## src/rtl/bbox_pixel_walker.sv

```systemverilog
`default_nettype none
// bbox_pixel_walker: walks every pixel of a clamped integer bounding box, one (x,y) per cycle.
// Optional boustrophedon order when BBOX_WALK_SERPENTINE_EN is defined (default: plain raster).
module bbox_pixel_walker #(
  parameter int COORD_W = 16,
  parameter int IMG_W   = 256,
  parameter int IMG_H   = 256,
  parameter int PIX_W   = 8
) (
  input  logic               clk,
  input  logic               rst,
  input  logic               bbox_valid,
  output logic               bbox_ready,
  input  logic [COORD_W-1:0] bbox_x_min_int,
  input  logic [COORD_W-1:0] bbox_x_max_int,
  input  logic [COORD_W-1:0] bbox_y_min_int,
  input  logic [COORD_W-1:0] bbox_y_max_int,
  output logic               pix_valid,
  input  logic               pix_ready,
  output logic [PIX_W-1:0]   pix_x,
  output logic [PIX_W-1:0]   pix_y,
  output logic               pix_last,
  output logic               done
);

  typedef enum logic [1:0] {
    IDLE = 2'd0,
    SCAN = 2'd1,
    DONE = 2'd2
  } state_t;

  localparam logic [COORD_W-1:0] X_LIM = COORD_W'(IMG_W - 1);
  localparam logic [COORD_W-1:0] Y_LIM = COORD_W'(IMG_H - 1);

  function automatic logic [PIX_W-1:0] clamp(input logic [COORD_W-1:0] v,
                                             input logic [COORD_W-1:0] lim);
    clamp = (v > lim) ? lim[PIX_W-1:0] : v[PIX_W-1:0];
  endfunction

  state_t           state_q;
  logic             bbox_ready_q;
  logic             pix_valid_q;
  logic             done_q;
  logic [PIX_W-1:0] pix_x_q, pix_y_q;
  logic [PIX_W-1:0] x_min_q, x_max_q, y_min_q, y_max_q;

  logic [PIX_W-1:0] x_min_d, x_max_d, y_min_d, y_max_d;
  logic             empty_d;
  logic             row_end;
  logic [PIX_W-1:0] pix_x_d, pix_y_d;
  logic             last_w;

  assign x_min_d = clamp(bbox_x_min_int, X_LIM);
  assign x_max_d = clamp(bbox_x_max_int, X_LIM);
  assign y_min_d = clamp(bbox_y_min_int, Y_LIM);
  assign y_max_d = clamp(bbox_y_max_int, Y_LIM);
  assign empty_d = (x_min_d > x_max_d) || (y_min_d > y_max_d);

`ifdef BBOX_WALK_SERPENTINE_EN
  logic dir_q;  // 0: walking toward x_max, 1: walking toward x_min

  assign row_end = dir_q ? (pix_x_q == x_min_q) : (pix_x_q == x_max_q);
  // Row step keeps the column; the direction register flips instead.
  assign pix_x_d = row_end ? pix_x_q
                 : (dir_q ? pix_x_q - PIX_W'(1) : pix_x_q + PIX_W'(1));
`else
  assign row_end = (pix_x_q == x_max_q);
  assign pix_x_d = row_end ? x_min_q : pix_x_q + PIX_W'(1);
`endif
  assign pix_y_d = row_end ? pix_y_q + PIX_W'(1) : pix_y_q;

  // Termination is decided by the bound compare, so counters never need to wrap.
  assign last_w = pix_valid_q && row_end && (pix_y_q == y_max_q);

  always_ff @(posedge clk) begin
    if (rst) begin
      state_q      <= IDLE;
      bbox_ready_q <= 1'b1;
      pix_valid_q  <= 1'b0;
      done_q       <= 1'b0;
      pix_x_q      <= '0;
      pix_y_q      <= '0;
      x_min_q      <= '0;
      x_max_q      <= '0;
      y_min_q      <= '0;
      y_max_q      <= '0;
`ifdef BBOX_WALK_SERPENTINE_EN
      dir_q        <= 1'b0;
`endif
    end else begin
      case (state_q)
        IDLE: begin
          if (bbox_valid && bbox_ready_q) begin
            x_min_q      <= x_min_d;
            x_max_q      <= x_max_d;
            y_min_q      <= y_min_d;
            y_max_q      <= y_max_d;
            pix_x_q      <= x_min_d;
            pix_y_q      <= y_min_d;
            bbox_ready_q <= 1'b0;
`ifdef BBOX_WALK_SERPENTINE_EN
            dir_q        <= 1'b0;
`endif
            if (empty_d) begin
              state_q <= DONE;
              done_q  <= 1'b1;
            end else begin
              state_q     <= SCAN;
              pix_valid_q <= 1'b1;
            end
          end
        end
        SCAN: begin
          if (pix_ready) begin
            if (last_w) begin
              state_q     <= DONE;
              pix_valid_q <= 1'b0;
              done_q      <= 1'b1;
            end else begin
              pix_x_q <= pix_x_d;
              pix_y_q <= pix_y_d;
`ifdef BBOX_WALK_SERPENTINE_EN
              if (row_end) dir_q <= ~dir_q;
`endif
            end
          end
        end
        DONE: begin
          state_q      <= IDLE;
          done_q       <= 1'b0;
          bbox_ready_q <= 1'b1;
        end
        default: begin
          state_q      <= IDLE;
          pix_valid_q  <= 1'b0;
          done_q       <= 1'b0;
          bbox_ready_q <= 1'b1;
        end
      endcase
    end
  end

  assign bbox_ready = bbox_ready_q;
  assign pix_valid  = pix_valid_q;
  assign pix_x      = pix_x_q;
  assign pix_y      = pix_y_q;
  assign pix_last   = last_w;
  assign done       = done_q;

endmodule
`default_nettype wire
```

## config.mk

```make
export PLATFORM = sky130hd
export DESIGN_NAME = bbox_pixel_walker
export DESIGN_NICKNAME = d
export VERILOG_FILES = /design/src/rtl/bbox_pixel_walker.sv
export SDC_FILE = /design/constraint.sdc
export NUM_CORES = 1
export LEC_CHECK = 0
export CORE_MARGIN = 2
export CORE_UTILIZATION = 40
export DETAILED_ROUTE_END_ITERATION = 8
export PLACE_DENSITY = 0.74
export SETUP_SLACK_MARGIN = 0.5
export SYNTH_ARGS = -nofsm -noshare
export SYNTH_HDL_FRONTEND = slang
export SYNTH_SLANG_ARGS = --single-unit
export TNS_END_PERCENT = 5
```

## constraint.sdc

```tcl
create_clock -name clk -period 4.8 [get_ports clk]
set_clock_uncertainty 0.2 [all_clocks]
set_input_delay 1.44 -clock clk [delete_from_list [all_inputs] [get_ports clk]]
set_output_delay 1.44 -clock clk [all_outputs]
set_load 0.02 [all_outputs]
```

**Run 1: cell density map**

(4 px per µm) 9 x 9 tiles, from dark blue (low) to red (high), 0 to 100% covered.
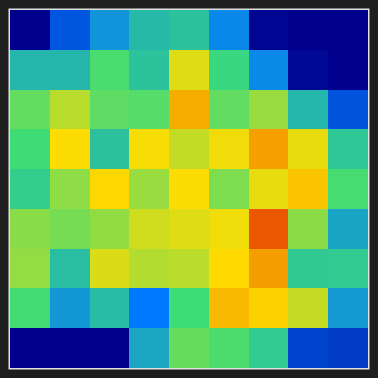
tiles over 75% full: 11%
mean over tiles: 49%
fullest tile: 90%

**Run 1: cells coloured by class**

(4 px per µm)
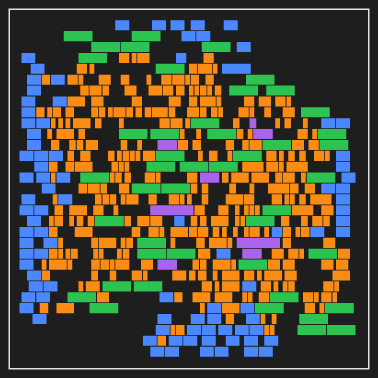
[orange] remaining logic cells | cells: 305 | share of their area: 50%
[blue] remaining buffers and delay cells | cells: 91 | share of their area: 23%
[purple] clock drivers and dummy loads | cells: 8 | share of their area: 3.4%
[green] registers | cells: 45 | share of their area: 23%
floorplan row count: 31
flop share of the area: 0.224
area of the core: 0.00718 mm²
post-route design area: 0.00402 mm²

**Run 1: wires at chosen ports, followed through buffers**

(3 px per µm)
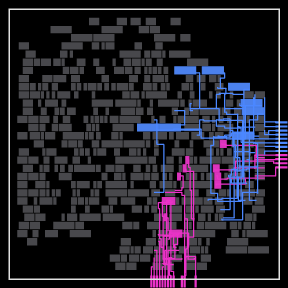
[magenta] bbox_x_min_int | bits: 16 | direction: input | edge: 12 bottom, 4 right | end cells: 10 | buffers: 16 | wire: 475 µm
[blue] pix_x | bits: 8 | direction: output | edge: right | end cells: 8 | buffers: 8 | wire: 641 µm
Ports: 88
buffers added on ports: 87

**Run 1: signal wires on met1**

(6 px per µm) Supply wires on this layer in grey.
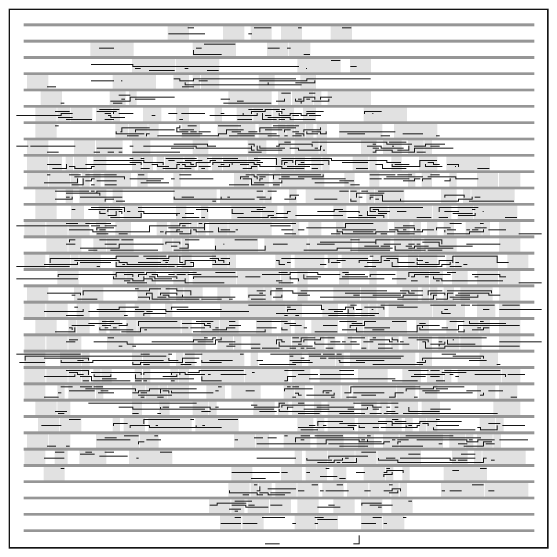
share of all routed wire: 42%
nets with wire on the layer: 468
main direction: horizontal
longest straight run: 30.8 µm
wire length on this layer: 3500 µm
final WL: 8260 µm
via count: 2957
fraction of met1 tracks used by global routing: 0.244

==> results.txt, run 1 <==
Notes on the flow outputs.

- The register area reads 901 µm².
- The synthesis-stage register bit count is 45.
- The CTS tree is yes.
- The final layout contains 534 nets.
- The OpenROAD warning count reads 26.
- The worst VDD IR drop from the latest analysis is 123 µV.
- The flow ran to the end, and the final reports show no timing, DRC or antenna violations.
- The xor and xnor area share after synthesis reads 0.0659.
- The final antenna-violating net count reads 0.
- The post-synth tally of flip-flops with integrated enable is 0.
- The full die area is 0.00801 mm².
- The number of buffer and inverter instances along the worst setup path reads 2.
- The Yosys chip area is 0.00292 mm².
- After detailed routing, no signal wire sits above met4.
- The top fanout value on the critical path reads 8.
- The number of different library cells in the post-synthesis netlist reads 50.
- STA classifies the critical path startpoint as a primary input.
- Among the non-sequential cells, simple AND/OR/NAND/NOR gates take the most area.
- The data arrival time of the critical path is 4150 ps.
- The routed length on met2 is 4180 µm.
- The Yosys step of the flow raised 0 warnings.
- Grouping stages by cell kind, the critical path spends the most delay in simple AND/OR/NAND/NOR gates.
- The number of antenna violations at the first check in global routing was 0.
- For reference, the top cells by area after synthesis are sky130_fd_sc_hd__dfxtp_1 (31%), sky130_fd_sc_hd__nor2_1 (9.0%), sky130_fd_sc_hd__a211oi_1 (8.2%).
- The depth of the worst register-to-register path reads 6.
- The final period utilization is 0.861.
- The fraction of the mapped netlist area in adder cells is 0.0770.
- The clock network area share reads 0.0333.
- The fraction of area in non-clock buffers reads 0.227.
- The script parses the final routing iteration and logs DRC violations as 0.
- The number of clock sinks came to 45.
- The class of the tightest hold or removal check is flop to flop.
- Dividing the synthesized area by the synthesized cell count gives 7.95 µm².
- The endpoint of the most critical setup path reads state_q[0]$_SDFFE_PP0P_.
- Overall routing resource usage recorded by global route was 0.209.
- The final max-slew violation count is 0.
- The timing report lists the critical path depth as 11 cells.
- The number of hold violations in the final report reads 0.
- The number of hold-repair buffers added at the cts stage is 0.
- For this run, the leading register cell type out of synthesis is sky130_fd_sc_hd__dfxtp_1.
- The data required time of the worst path reads 4810 ps.
- The post-synthesis compound-gate area fraction is 0.195.
- The startpoint of the worst hold path is x_min_q[0]$_SDFFE_PP0P_.
- The non-clock inverters instantiated in the layout total 10.
- The proportion of synthesized flip-flops having asynchronous set or reset is 0.
- The worst register-to-register path has a setup slack of 2320 ps.
- The sum of routed wire segments on met1 is 3500 µm.
- The multi-input logic portion of the cell area reads 0.475.
- The library cell used as clock root buffer reads sky130_fd_sc_hd__clkbuf_8.
- The largest stage delay on the critical path reads 470 ps.
- The maximum buffer depth of the clock tree reads 2.
- The net count after synthesis is 454.
- The time the worst path needs with I/O delays and setup is 4130 ps.
- The synth_stat.txt file lists the number of cells as 368.
- The cell type taking the most area is logic gates.
- The cell-internal power is 0.000857 W.
- The cell with the most instances after synthesis is sky130_fd_sc_hd__nor2_1.
- The count of cells resized by post-cts repair reads 0.
- After global routing the overflow that remains totals 0.
- The post-synth design cell area reads 0.00292 mm².
- The end point of the most critical hold path reads x_min_q[0]$_SDFFE_PP0P_.
- The sum of negative setup slack is 0 ps.
- The relative area change from synthesis to final layout reads 37.4%.
- The die is 89.5 µm wide.
- The met2 layer usage reported by global route is 0.386.
- The placed wire-length estimate after detailed placement reads 6380 µm.
- The combinational gate area reads 0.00191 mm².
- The leakage component of the power was reported as 1.45 nW.
- The global placer's final weighted congestion reads 0.921.
- The area fraction in and, or, nand and nor cells is 0.267.
- The fraction of power consumed by sequential logic reads 0.394.
- The actual slew at the worst max-slew pin is 828 ps.
- The most frequent logic cell in the layout is sky130_fd_sc_hd__clkdlybuf4s50_1.
- The final number of setup-violating endpoints reads 0.
-- run 1: through the flow --
stage               power [W]  setup WS (ps)  hold slack (ps)  instance area [µm²]  std cells
detailed placement   0.000941            326              296                 3850        540
floorplan            0.000769           1130              278                 2920        368
CTS                   0.00128            625              308                 3990        548
global route          0.00135            493              334                 4020        548
global placement     0.000935            405              288                 3850        540
finish                0.00128            668              308                 4020        548
-- run 1: power groups by stage --
stage	sequential [W]	clock [W]	combinational (W)
6_report	0.000503	0.000342	0.000433
3_3_place_gp	0.000509	0	0.000426
5_1_grt	0.000512	0.000361	0.000476
2_1_floorplan	0.000522	0	0.000247
3_5_place_dp	0.000511	0	0.000431
4_1_cts	0.000502	0.000345	0.000434
==> run 2, diff against run 1 <==
--- a/config.mk
+++ b/config.mk
@@ -5,10 +5,11 @@
 export SDC_FILE = /design/constraint.sdc
 export NUM_CORES = 1
 export LEC_CHECK = 0
+export ABC_AREA = 1
 export CORE_MARGIN = 2
 export CORE_UTILIZATION = 40
 export DETAILED_ROUTE_END_ITERATION = 8
-export PLACE_DENSITY = 0.74
+export PLACE_DENSITY = 0.72
 export SETUP_SLACK_MARGIN = 0.5
 export SYNTH_ARGS = -nofsm -noshare
 export SYNTH_HDL_FRONTEND = slang
==> constraint.sdc (replaced) <==
create_clock -name clk -period 4.58 [get_ports clk]
set_clock_uncertainty 0.2 [all_clocks]
set_input_delay 1.374 -clock clk [delete_from_list [all_inputs] [get_ports clk]]
set_output_delay 1.374 -clock clk [all_outputs]
set_load 0.02 [all_outputs]
**Run 2: cell density map**

(4 px per µm) 9 x 9 tiles, from dark blue (low) to red (high), 0 to 100% covered.
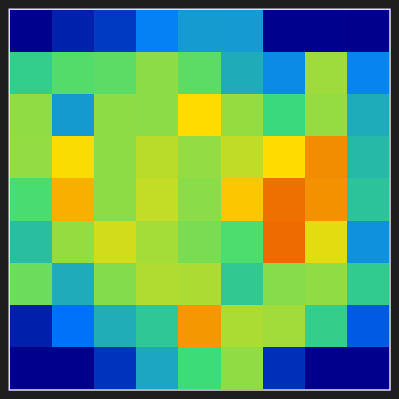
emptiest ninth of the die: bottom left
tiles over 75% full: 11%
nearly empty tiles: 9.9%
fullest tile: 88%
mean over tiles: 47%
area of the core: 0.00809 mm²
final core utilization: 0.541
share of the core filled by cells before placement: 0.407

**Run 2: wires at chosen ports, followed through buffers**

(3 px per µm)
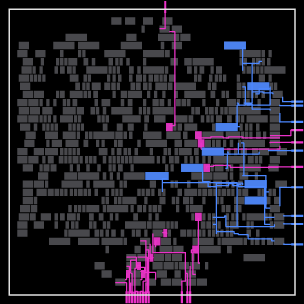
[magenta] bbox_x_min_int | bits: 16 | direction: input | edge: 12 bottom, 3 right, 1 top | end cells: 12 | buffers: 16 | wire: 366 µm
[blue] pix_x | bits: 8 | direction: output | edge: right | end cells: 8 | buffers: 8 | wire: 357 µm

==> run 2 against run 1 <==
Die area rose by 12%. First-iteration DRC count fell by 8.5%. Combinational power rose by 68%. Synthesized area rose by 13%. Hold slack got worse by 20 ps. Setup slack improved by 68 ps. Global-route usage barely moved. Critical path type is now flop to output pin.
==> results.txt, run 2 <==
Notes on the flow outputs.

- The flow ran to the end, and the final reports show no timing, DRC or antenna violations.
- The maximum buffer depth of the clock tree reads 2.
- On met1, the global router reports a usage of 0.249.
- Measured on the final layout, buffering overhead outside the clock network stands at 0.202.
- The root buffer cell chosen for the clock tree is sky130_fd_sc_hd__clkbuf_8.
- The placed wire-length estimate after detailed placement reads 6840 µm.
- The top cell type in the final layout, fill and taps aside, is sky130_fd_sc_hd__nand2_1.
- On the final layout, the worst hold slack is 288 ps.
- The class of the tightest hold or removal check is flop to flop.
- The tally of buffers added on design ports is 87.
- The sum of routed wire segments on met1 is 3880 µm.
- Multi-input logic gates represent a cell area share of 0.456.
- The critical path startpoint category is a flop.
- Per the gpl log, the routability congestion estimate is 0.912.
- Clock tree synthesis found a total of 45 sinks.
- The reported combinational group power reads 0.000727 W.
- The number of nets in the layout reads 713.
- The Yosys chip area is 0.00330 mm².
- TritonCTS built the clock tree.
- The total clock network power reads 0.000361 W.
- The end point of the most critical hold path is done$_SDFFE_PP0P_.
- The overall routed net length is 8860 µm.
- The count of plain and timing-repair buffers in the layout is 89.
- The mean post-synth cell area is 6.05 µm².
- Summing over the stages, the warning tally comes to 26.
- The relative area change from synthesis to final layout reads 32.8%.
- The number of standard cells in the final layout excluding fillers is 733.
- The depth of the worst register-to-register path reads 9.
- The launch point of the worst min-delay path is recorded as done$_SDFFE_PP0P_.
- STA puts the critical path data required time at 3010 ps.
- According to the timing report, the arrival time at the worst endpoint equals 2270 ps.
- The number of cells after detailed placement reads 725.
- The final antenna-violating net count reads 0.
- After detailed placement, the total cell area comes to 0.00424 mm².
- The cell-mix breakdown from Yosys lists the XOR/XNOR area share as 0.0266.
- The top fanout value on the critical path reads 10.
- The number of cell instances after yosys synthesis reads 545.
- The combinational gate area reads 0.00200 mm².
- The floorplan row count is 33.
- The count of yosys warnings during synthesis is 0.
- The global router's overall resource usage is 0.209.
- The post-route cell area is 0.00438 mm².
- By area, the class that comes first in the final layout consists of logic gates.
- Per the GRT congestion report, total overflow comes to 0.
- The register area is 902 µm².
- The synthesized design contains 0 enable-type register cells.
- The final period utilization is 0.839.
- The leakage power reads 2.20 nW.
- The commonest register cell after synthesis reads sky130_fd_sc_hd__dfxtp_1.
- The final max-slew violation count is 0.
- The cell with the most instances after synthesis reads sky130_fd_sc_hd__nand2_1.
- The top layer reached by signal wires reads met4.
- Adding up every negative setup slack in the final design gives 0 ps.
- In the power breakdown, the internal column shows 0.000994 W.
- Registers represent a cell area share of 0.206.
- The largest family of logic cells by area is simple AND/OR/NAND/NOR gates.
- The final number of setup-violating endpoints is 0.
- For the pin with the worst max-slew slack, the measured transition is 756 ps.
- The inverter count reads 87.
- During I/O placement, the number of pins put on the boundary was 88.
- The detailed-route via count is 3474.
- The largest stage delay on the critical path is 590 ps.
- The count of unresolved DRC violations after routing reads 0.
- The endpoint of the most critical setup path is pix_last.
- The number of hold violations in the final report reads 0.
- The maximum vdd drop reads 137 µV.
- Logged for this run, the post-placement worst setup slack is 557 ps.
- Of the total synthesized cell area, the portion taken by AND, OR, NAND and NOR gates is 0.426.
- The fraction of the mapped netlist area in adder cells is 0.0683.
- For met2 alone, demand over resource in global routing was 0.382.
- The die covers 0.00898 mm².
- The final setup slack of the worst path reads 736 ps.
- The net count after synthesis is 631.
- The routed length on met2 is 4420 µm.
- The synthesis-stage register bit count reads 45.
- Summing internal, switching and leakage power gives 0.00165 W.
- Ranked by power, first place goes to combinational logic.
[run 2: cell count changes after synthesis, moves of 9 or more]
cell / delta
sky130_fd_sc_hd__a211oi_1: -32
sky130_fd_sc_hd__inv_1: +71
sky130_fd_sc_hd__nand2_1: +157
sky130_fd_sc_hd__nand3_1: +10
sky130_fd_sc_hd__nor2_2: +9
sky130_fd_sc_hd__nor3_1: -9
sky130_fd_sc_hd__o21ai_0: +24
sky130_fd_sc_hd__xnor2_1: -17
[run 2: critical path: cells and delay by family (launching register included)]
kind	cells	cell delay (ps)
buf+inv	3	740
simple gates	5	580
flops	1	410
compound gates	1	220
[run 2: what timing repair did]
action / in CTS / in global routing
setup endpoints to repair: 0 / 1
gates resized: 0 / 1
hold buffers: 0 / 0
==> run 3, diff against run 2 <==
==> constraint.sdc (replaced) <==
create_clock -name clk -period 3.9 [get_ports clk]
set_clock_uncertainty 0.2 [all_clocks]
set_input_delay 1.17 -clock clk [delete_from_list [all_inputs] [get_ports clk]]
set_output_delay 1.17 -clock clk [all_outputs]
set_load 0.02 [all_outputs]
**Run 3: signal wires on met1**

(4 px per µm) Supply wires on this layer in grey.
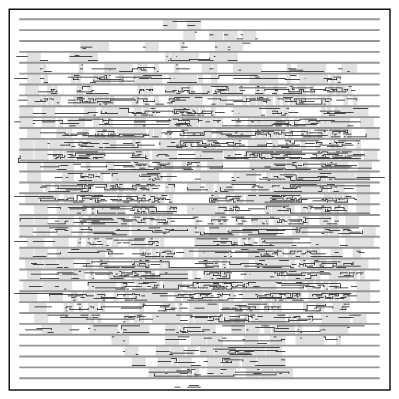
wire length on this layer: 3980 µm
share of all routed wire: 43%
main direction: horizontal
longest straight run: 32.2 µm
final WL: 9320 µm
via count: 3541

**Run 3: placed standard cells**

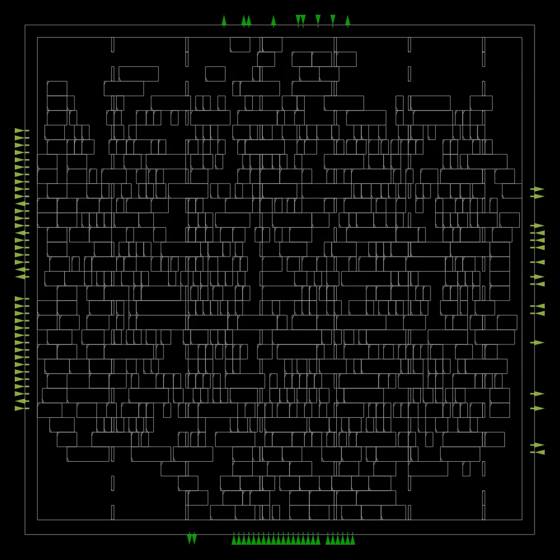
flop share of the area: 0.191
number of filler cells placed in the layout: 781

==> run 3 against run 2 <==
Clock power is 19% lower. Combinational power is 23% higher. Critical path depth is 9 higher. Largest power group unchanged. Synthesized cell count stayed put. Hold slack worse by 9.8 ps. Count of clock-buffer cells in the layout is 2 higher. Non-clock buffer count is 8 higher. Via count is 1.9% higher. Utilization is 4.4 points higher.
==> results.txt, run 3 <==
Notes on the flow outputs.

- Between the synthesized netlist and the finished layout, the area growth was recorded as 43.5%.
- The placed wire-length estimate after detailed placement reads 6850 µm.
- The commonest register cell after synthesis reads sky130_fd_sc_hd__dfxtp_1.
- Counting the warning lines in the Yosys log gives 0.
- Counting flops with a built-in enable in the synthesized netlist gives 0.
- The analysis reports a worst IR drop on VDD of 174 µV.
- The final number of setup-violating endpoints is 0.
- The xor and xnor area share after synthesis is 0.0266.
- Combinational power for this build is 0.000892 W.
- The top-level port count is 88.
- The detailed router used layers up to and including met4.
- STA reports the tightest min-delay check as being of type flop to flop.
- The fraction of power consumed by sequential logic is 0.358.
- The post-synth design cell area is 0.00330 mm².
- The starting density of the core is 0.407.
- In the finished design, the share of the clock period the worst path needs comes to 0.849.
- The CTS tree is yes.
- The path length in cells of the critical path is 18.
- When the netlist entered floorplanning its net count stood at 631.
- For met2 alone, demand over resource in global routing was 0.384.
- Setup slack on the critical path of the routed design comes to 590 ps.
- The count of plain and timing-repair buffers in the layout is 97.
- In the final timing run, aggregate negative setup slack is 0 ps.
- The final max-slew violation count recorded for this run is 0.
- The total power after layout is 0.00185 W.
- Ranked by total cell area, the synthesized netlist is headed by sky130_fd_sc_hd__dfxtp_1 (27%), sky130_fd_sc_hd__nand2_1 (20%), sky130_fd_sc_hd__inv_1 (9.2%).
- The met1 track demand over resource in global routing is 0.230.
- Data on the critical path is required at its endpoint by 3890 ps.
- The number of cell instances after yosys synthesis is 545.
- The top fanout value on the critical path reads 8.
- The synthesis report gives the async set-or-reset register share as 0.
- The layout report lists the clock-cell share of area as 0.0182.
- The number of antenna violations at the first check in global routing is 0.
- At the end of the flow, the number of nets in the layout was 721.
- The full die area is 0.00898 mm².
- The largest family of logic cells by area is simple AND/OR/NAND/NOR gates.
- Ranked by total area, the top cell class in this layout is logic gates.
- The largest stage delay on the critical path reads 430 ps.
- The number of hold-repair buffers added at the cts stage is 0.
- In the detailed route, the total length drawn on met2 is 4660 µm.
- The switching part of the total reads 0.421.
- Of all the cell area in the finished design, non-clock buffers hold 0.206.
- The maximum buffer depth of the clock tree is 2.
- The cell-internal power reads 0.00107 W.
- Global routing finished with a remaining overflow of 0.
- The count of unresolved DRC violations after routing is 0.
- The global router's overall resource usage is 0.205.
- The total clock network power is 0.000294 W.
- The post-synthesis compound-gate area fraction reads 0.0854.
- The post-route core utilization is 0.585.
- The number of design-rule violations left by the first detailed-router iteration reads 139.
- Per the post-run analysis, buffers plus inverters along the critical path come to 3.
- The cell with the most instances after synthesis reads sky130_fd_sc_hd__nand2_1.
- The core area is 0.00809 mm².
- The critical path startpoint category reads a primary input.
- The horizontal die size is 94.8 µm.
- The global placer's final weighted congestion is 0.890.
- The Yosys chip area is 0.00330 mm².
- The sequential cell power is 0.000661 W.
- The synthesis-stage register bit count is 45.
- The worst register-to-register path depth is 10.
- The data arrival time of the critical path is 3300 ps.
- The multi-input logic portion of the cell area is 0.488.
- The cell type group with the largest total delay on the critical path is simple AND/OR/NAND/NOR gates.
- Looking at the group totals, the largest power group turns out to be combinational logic.
- The number of sinks driven by the clock tree reads 45.
- The slack of the worst reg-to-reg path is 1630 ps.
- The stage logs contain a warning count of 28.
- The most frequent logic cell in the layout reads sky130_fd_sc_hd__nand2_1.
- The layout has 87 inverters outside the clock class.
- The fraction of the mapped netlist area in adder cells is 0.0683.
- The leakage power reads 2.34 nW.
- After detailed placement, the total cell area comes to 0.00427 mm².
- Per the layout area report, the combinational gate area comes to 0.00231 mm².
- The tally of buffers added on design ports reads 87.
- After routing the design area is 0.00473 mm².
- The minimum setup slack after placement is 122 ps.
- The run finished with clean final reports.
- The actual slew at the worst max-slew pin is 528 ps.
- The final antenna-violating net count is 0.
- According to the floorplan log, the row count is 33.
- Per the synthesis report, the simple-gate share of the synthesized area is 0.426.
- The startpoint of the worst hold path reads done$_SDFFE_PP0P_.
-- run 3: netlist changes by cell type in the layout (fill, tap and decap cells not counted), moves of 7 or more --
| cell | delta |
|---|---|
| sky130_fd_sc_hd__clkdlybuf4s50_1 | -7 |
| sky130_fd_sc_hd__ha_1 | -8 |
| sky130_fd_sc_hd__ha_4 | +8 |
| sky130_fd_sc_hd__nor2_1 | -16 |
| sky130_fd_sc_hd__nor2_4 | +12 |
| sky130_fd_sc_hd__or2_2 | -11 |
| sky130_fd_sc_hd__or2_4 | +11 |
-- run 3: repair_timing --
item | CTS | global route
pin swaps | 0 | 19
buffers inserted | 0 | 5
setup endpoints to repair | 4 | 5
resized | 3 | 71
Power is estimated from default activity; no workload was simulated.
